`src/rtl/instr_encoder_loader.sv`:
```
// rtl/instr_encoder_loader.sv - encodes MIPS32 instruction fields and loads them into instruction memory
module instr_encoder_loader #(
  parameter int ADDR_W = 6
) (
  input  logic              clk,
  input  logic              reset,
  input  logic              start,
  input  logic              in_valid,
  output logic              in_ready,
  input  logic [2:0]        in_class,
  input  logic [4:0]        in_rs,
  input  logic [4:0]        in_rt,
  input  logic [4:0]        in_rd,
  input  logic [4:0]        in_shamt,
  input  logic [5:0]        in_funct,
  input  logic [15:0]       in_imm,
  input  logic [25:0]       in_target,
  input  logic              in_last,
  output logic              imem_we,
  output logic [ADDR_W-1:0] imem_addr,
  output logic [31:0]       imem_wdata,
  output logic [ADDR_W:0]   count,
  output logic              done,
  output logic              err,
  output logic              cpu_hold
);

  // Session states
  localparam logic [1:0] S_IDLE = 2'd0;
  localparam logic [1:0] S_LOAD = 2'd1;
  localparam logic [1:0] S_DONE = 2'd2;

  // Instruction classes as presented on in_class
  localparam logic [2:0] C_RTYPE = 3'd0;
  localparam logic [2:0] C_LW    = 3'd1;
  localparam logic [2:0] C_SW    = 3'd2;
  localparam logic [2:0] C_BEQ   = 3'd3;
  localparam logic [2:0] C_ADDI  = 3'd4;
  localparam logic [2:0] C_J     = 3'd5;
  localparam logic [2:0] C_JAL   = 3'd6;

  // Opcodes matching the core's control decoder
  localparam logic [5:0] OP_RTYPE = 6'b000000;
  localparam logic [5:0] OP_LW    = 6'b100011;
  localparam logic [5:0] OP_SW    = 6'b101011;
  localparam logic [5:0] OP_BEQ   = 6'b000100;
  localparam logic [5:0] OP_ADDI  = 6'b001000;
  localparam logic [5:0] OP_J     = 6'b000010;
  localparam logic [5:0] OP_JAL   = 6'b000011;

  // Memory is full once count reaches DEPTH (only the MSB of count is set)
  localparam logic [ADDR_W:0] DEPTH = {1'b1, {ADDR_W{1'b0}}};
  localparam logic [ADDR_W:0] ONE   = {{ADDR_W{1'b0}}, 1'b1};

  logic [1:0]        state_q, state_d;
  logic [ADDR_W:0]   count_q, count_d;
  logic              err_q, err_d;
  logic              we_q, we_d;
  logic [ADDR_W-1:0] addr_q, addr_d;
  logic [31:0]       wdata_q, wdata_d;

  logic [31:0]       enc_word;
  logic              enc_ok;
  logic              accept;
  logic [ADDR_W:0]   count_inc;

  // Field-to-word encoder; class 7 yields no word and flags enc_ok low
  always_comb begin
    enc_word = 32'h0;
    enc_ok   = 1'b1;
    case (in_class)
      C_RTYPE: enc_word = {OP_RTYPE, in_rs, in_rt, in_rd, in_shamt, in_funct};
      C_LW:    enc_word = {OP_LW,    in_rs, in_rt, in_imm};
      C_SW:    enc_word = {OP_SW,    in_rs, in_rt, in_imm};
      C_BEQ:   enc_word = {OP_BEQ,   in_rs, in_rt, in_imm};
      C_ADDI:  enc_word = {OP_ADDI,  in_rs, in_rt, in_imm};
      C_J:     enc_word = {OP_J,     in_target};
      C_JAL:   enc_word = {OP_JAL,   in_target};
      default: enc_ok   = 1'b0;
    endcase
  end

  // Ready only while loading and memory has room; a full memory never accepts
  assign in_ready  = (state_q == S_LOAD) && !count_q[ADDR_W];
  assign accept    = in_valid && in_ready;
  assign count_inc = count_q + ONE;

  // Next-state logic for the session FSM and the registered write port
  always_comb begin
    state_d = state_q;
    count_d = count_q;
    err_d   = err_q;
    we_d    = 1'b0;
    addr_d  = addr_q;
    wdata_d = wdata_q;
    case (state_q)
      S_IDLE: begin
        if (start) begin
          state_d = S_LOAD;
          count_d = '0;
          err_d   = 1'b0;
        end
      end
      S_LOAD: begin
        if (accept) begin
          if (enc_ok) begin
            we_d    = 1'b1;
            addr_d  = count_q[ADDR_W-1:0];
            wdata_d = enc_word;
            count_d = count_inc;
            if (count_inc == DEPTH) state_d = S_DONE;
          end else begin
            err_d = 1'b1;
          end
          // An invalid last item still ends the session
          if (in_last) state_d = S_DONE;
        end
      end
      S_DONE: begin
        if (start) begin
          state_d = S_LOAD;
          count_d = '0;
          err_d   = 1'b0;
        end
      end
      default: state_d = S_IDLE;
    endcase
  end

  // State registers; reset aborts any session and cancels a pending write
  always_ff @(posedge clk) begin
    if (!reset) begin
      state_q <= S_IDLE;
      count_q <= '0;
      err_q   <= 1'b0;
      we_q    <= 1'b0;
      addr_q  <= '0;
      wdata_q <= '0;
    end else begin
      state_q <= state_d;
      count_q <= count_d;
      err_q   <= err_d;
      we_q    <= we_d;
      addr_q  <= addr_d;
      wdata_q <= wdata_d;
    end
  end

  assign imem_we    = we_q;
  assign imem_addr  = addr_q;
  assign imem_wdata = wdata_q;
  assign count      = count_q;
  assign err        = err_q;
  assign done       = (state_q == S_DONE);
  assign cpu_hold   = (state_q != S_DONE);

endmodule

```
`config.mk`:
```
export PLATFORM = sky130hd
export DESIGN_NAME = instr_encoder_loader
export DESIGN_NICKNAME = d
export VERILOG_FILES = /design/src/rtl/instr_encoder_loader.sv
export SDC_FILE = /design/constraint.sdc
export NUM_CORES = 1
export LEC_CHECK = 0
export ABC_CLOCK_PERIOD_IN_PS = 4100
export CAP_MARGIN = 5
export CORE_ASPECT_RATIO = 1.25
export CORE_MARGIN = 5
export CORE_UTILIZATION = 45
export CTS_BUF_LIST = sky130_fd_sc_hd__clkbuf_16
export CTS_CLUSTER_DIAMETER = 60
export DETAILED_ROUTE_END_ITERATION = 8
export PLACE_DENSITY_LB_ADDON = 0.05
export SYNTH_ARGS = -nofsm -noshare
export SYNTH_HDL_FRONTEND = slang
export SYNTH_SLANG_ARGS = --single-unit
```
`constraint.sdc`:
```
create_clock -name clk -period 4.1 [get_ports clk]
set_input_delay 1.025 -clock clk [delete_from_list [all_inputs] [get_ports clk]]
set_output_delay 1.025 -clock clk [all_outputs]
set_load 0.005 [all_outputs]
```
==> metrics.cfg, run 1 <==
[outcome]
outcome=finished, final reports clean

[power_and_ir_drop]
p_per_area_nw_per_um2=318
p_switching_w=0.000340
cellLeakagePower_nw=1.47
ir_drop_v=0.000175
power_frac_seq_pct=39.9
p_clk_w=0.000443
power-top-group=sequential cells
intPower_w=0.000984

[layout]
nNonClkInverters=4
layout_top_cells=clkdlybuf4s50_1, dfxtp_1, nor2_1
syn2layout_area_growth_pct=49.0
largest_reg_flops=31
finalNonFillerCells=533
fin_util_pct=67.9
seq_area_um2=961
mostFrequentLayoutCell=clkdlybuf4s50_1
sh_comb_area_pct=39.4
n_all_buffers=130
nFillCells=538
final_area_um2=4160
clkCellAreaFrac_pct=3.91
final-comb-area_um2=1640
clockBufferCount=5
drive_above_1_share_pct=4.02
finalNetCount=524
design.seq.count=48
antenna_cells=0

[placed_design]
place_ws_ns=0.848
dp_hpwl_mm=6.04
placed_cell_area_um2=4000
port-buffer-count=124
gp_congestion=0.789
dp.cells=525

[worst_hold_path]
holdPathEnd=imem_addr[0]
holdCritStartpoint=imem_addr[0]

[yosys]
ys_cells=348
synth-xor-area-share_pct=0.628
ys_chip_area_um2=2790
topCellsByArea=dfxtp_1, o21ai_0, a21oi_1
synth_adder_area_share_pct=0.448
synthAoiAreaFrac_pct=33.8
common_cells=dfxtp_1, nor2_1, o21ai_0
numSynthFlops=48
avgSynthCellArea_um2=8.02
netlist_area_um2=2790
synth-simple-area-share_pct=17.7
syn_inst=348
ys_warn_count=0
top_area_cell=dfxtp_1
mux_area_share_pct=5.74
ys_seq_share_pct=34.4
top_logic_kind=AND-OR/OR-AND gates

[final_timing]
hold_viol=0
tightest_slew_ns=0.872
relSlewSlack_pct=41.7
setup_slack_ns=1.16
drv_slew=0
min_period_over_period_pct=71.7
finalCriticalPeriod_ns=2.94
fmax_ghz=0.340

[clocking]
clk_latency_ns=0.28
cts_tree=built
cts.clk_slew.worst_paths_ns=0.06
cts-resized-gates=0

[floorplanning]
rows=32
chipHeight_um=98.1
ios=126
core_um2=6130
die_area_um2=7890

[global_route]
grt_pass1_vias=2807
grt_overflow=0
grt_use_total_pct=20.9
antenna_found_initial=0

[setup_path]
crit_end=imem_wdata[20]
worstSetupPathType=input port to flip-flop
slowest_stage=clkdlybuf4s50_1
crit_arrival_ns=3.13
reg2reg_slack_ns=1.97
rr_worst_depth=6
cpPeakStageDelay_ns=0.50
critPathTopFamily=buffers and inverters
critPathCaptureType=flip-flop

[detailed_routing]
routedWlPerCell_um=15.3
top_layer_used=met4
met1_length_mm=3.27
dr.first_iter.drc_count=154

[job]
warnings=26

==> run_1/m1.png <==
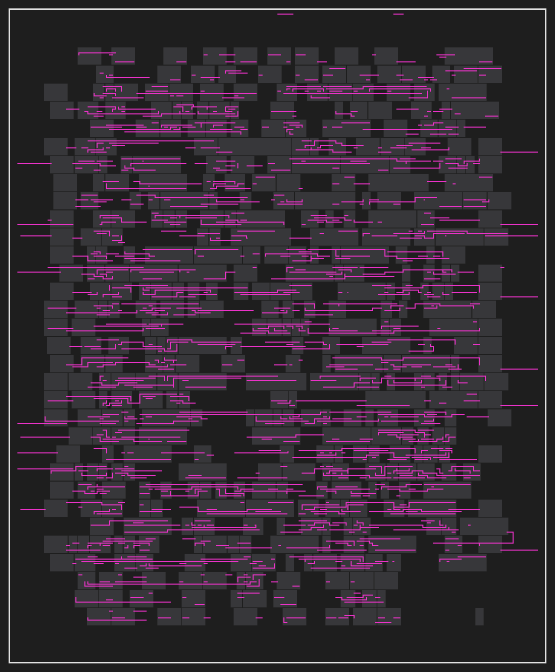
main direction: horizontal
longest straight run: 27.1 um
nets with wire on the layer: 449
wire length on this layer: 3270 um
DRT Wirelength: 8.15 mm
total number of vias: 2983
met1 Usage GRT: 25.6%

==> run_1/m2.png <==
Bar = 20 um.
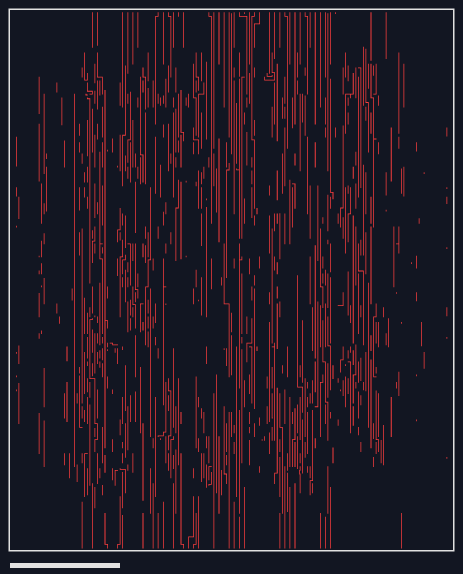
wire length on this layer: 4300 um
main direction: vertical
nets with wire on the layer: 439
share of all routed wire: 53%
longest straight run: 67.7 um
M2 GR Usage: 36.5%

==> run_1/m3.png <==
Bar = 20 um.
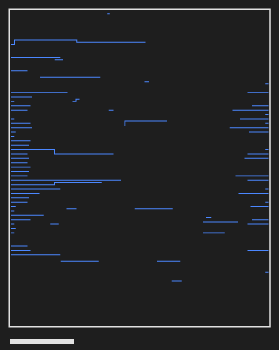
main direction: horizontal
longest straight run: 33.8 um
share of all routed wire: 6.6%
wire length on this layer: 539 um
met3 Resource Use GR: 5.63%

--- run 2 (diff from run 1) ---
Settings changed: ABC_CLOCK_PERIOD_IN_PS 4100 to 2800, CORE_UTILIZATION 45 to 42.
Clock period 4.1 ns to 2.8 ns, I/O delays scaled along.
==> run_2/m2.png <==
Bar = 20 um.
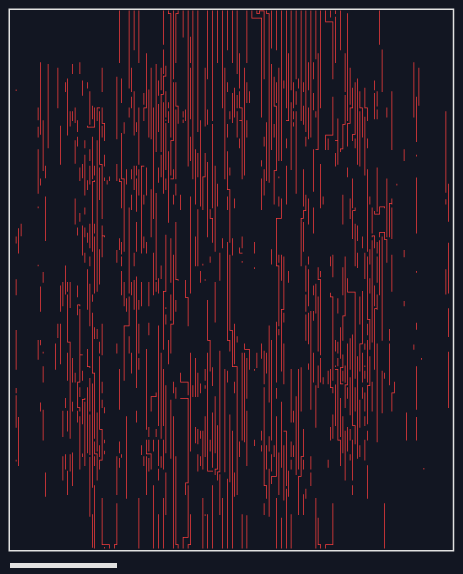
wire length on this layer: 4530 um
share of all routed wire: 53%
nets with wire on the layer: 450
longest straight run: 31.6 um
DRT Wirelength: 8.58 mm
total number of vias: 3049

==> run_2/m1.png <==
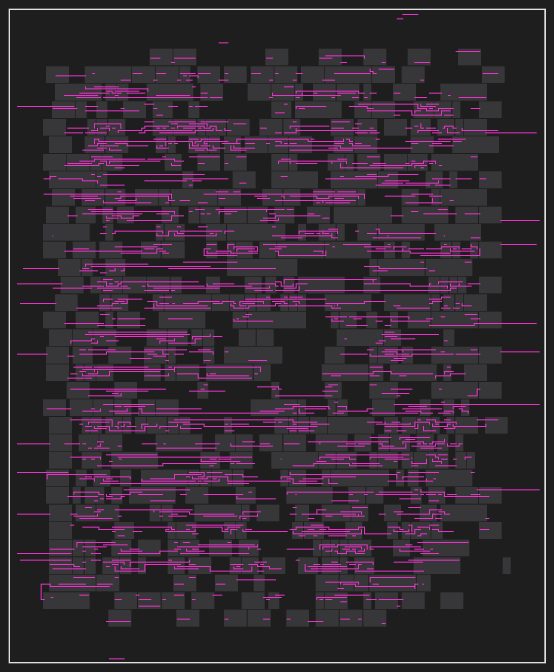
longest straight run: 24.8 um
main direction: horizontal
met1 Usage GRT: 21.9%

==> run_2/m3.png <==
Bar = 20 um.
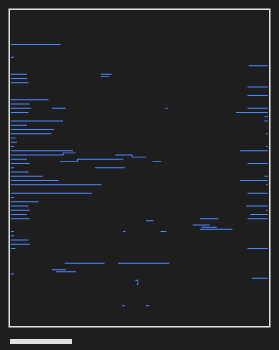
share of all routed wire: 6.0%
wire length on this layer: 512 um
nets with wire on the layer: 75
longest straight run: 28.8 um
main direction: horizontal
met3 Resource Use GR: 4.31%

==> metrics.cfg, run 2 <==
[yosys]
netlist_area_um2=2790  ; unchanged
common_cells=dfxtp_1, nor2_1, o21ai_0
ys_chip_area_um2=2790  ; unchanged
synth_adder_area_share_pct=0.448  ; unchanged
synth-xor-area-share_pct=0.628  ; unchanged
top_logic_kind=AND-OR/OR-AND gates
synthAoiAreaFrac_pct=33.8  ; unchanged
avgSynthCellArea_um2=8.02  ; unchanged
topCellsByArea=dfxtp_1, o21ai_0, a21oi_1
syn_inst=348  ; unchanged
synth-simple-area-share_pct=17.7  ; unchanged
ys_cells=348  ; unchanged
ys_seq_share_pct=34.4  ; unchanged
mux_area_share_pct=5.74  ; unchanged
top_area_cell=dfxtp_1
numSynthFlops=48  ; unchanged

[setup_path]
crit_end=in_ready
worstSetupPathType=flip-flop to primary output
cpPeakStageDelay_ns=0.50  ; about the same
rr_worst_depth=5  ; -1
critPathCaptureType=primary output
slowest_stage=clkdlybuf4s50_1

[outcome]
outcome=finished, final reports clean

[layout]
nFillCells=606  ; +13%
design.seq.count=48  ; unchanged
final_area_um2=4250  ; +2.0%
antenna_cells=0  ; unchanged
finalNetCount=532  ; +1.5%
largest_reg_flops=31  ; unchanged
n_all_buffers=138  ; +6.2%
drive_above_1_share_pct=6.14  ; +2.1 points
clockBufferCount=5  ; unchanged
final-comb-area_um2=1640  ; unchanged
nNonClkInverters=4  ; unchanged

[clocking]
cts.clk_slew.worst_paths_ns=0.06  ; about the same
cts_tree=built

[placed_design]
dp_hpwl_mm=6.32  ; +4.7%
gp_congestion=0.808  ; +2.3%
placed_cell_area_um2=4070  ; +1.9%
port-buffer-count=124  ; unchanged

[final_timing]
fmax_ghz=0.472
hold_viol=0  ; unchanged
relSlewSlack_pct=65.7  ; +24 points
setup_slack_ns=0.681  ; -0.479 ns
finalCriticalPeriod_ns=2.12
drv_slew=0  ; unchanged

[worst_hold_path]
holdCritStartpoint=imem_addr[3]
holdPathEnd=imem_addr[3]

[power_and_ir_drop]
cellLeakagePower_nw=1.52  ; +3.2%
ir_drop_v=0.000308  ; +75%
p_switching_w=0.000535  ; +57%
p_clk_w=0.000691  ; +56%
power_frac_seq_pct=38.4  ; -1.5 points
intPower_w=0.00147  ; +49%
p_per_area_nw_per_um2=472  ; +48%
power-top-group=sequential cells

[floorplanning]
core_um2=6520  ; +6.5%
die_area_um2=8390  ; +6.3%
chipHeight_um=101  ; +3.2%
rows=33  ; +3.1%
ios=126  ; unchanged

[global_route]
grt_use_total_pct=19.6  ; -1.3 points
grt_pass1_vias=2886  ; +2.8%
grt_overflow=0  ; unchanged
use_met2_pct=36.3  ; -0.18 points

[detailed_routing]
top_layer_used=met4
met1_length_mm=3.40  ; +3.9%
dr.first_iter.drc_count=192  ; +25%

[job]
warnings=26  ; unchanged

No activity file was given, so power comes from the tool's default toggle rates.
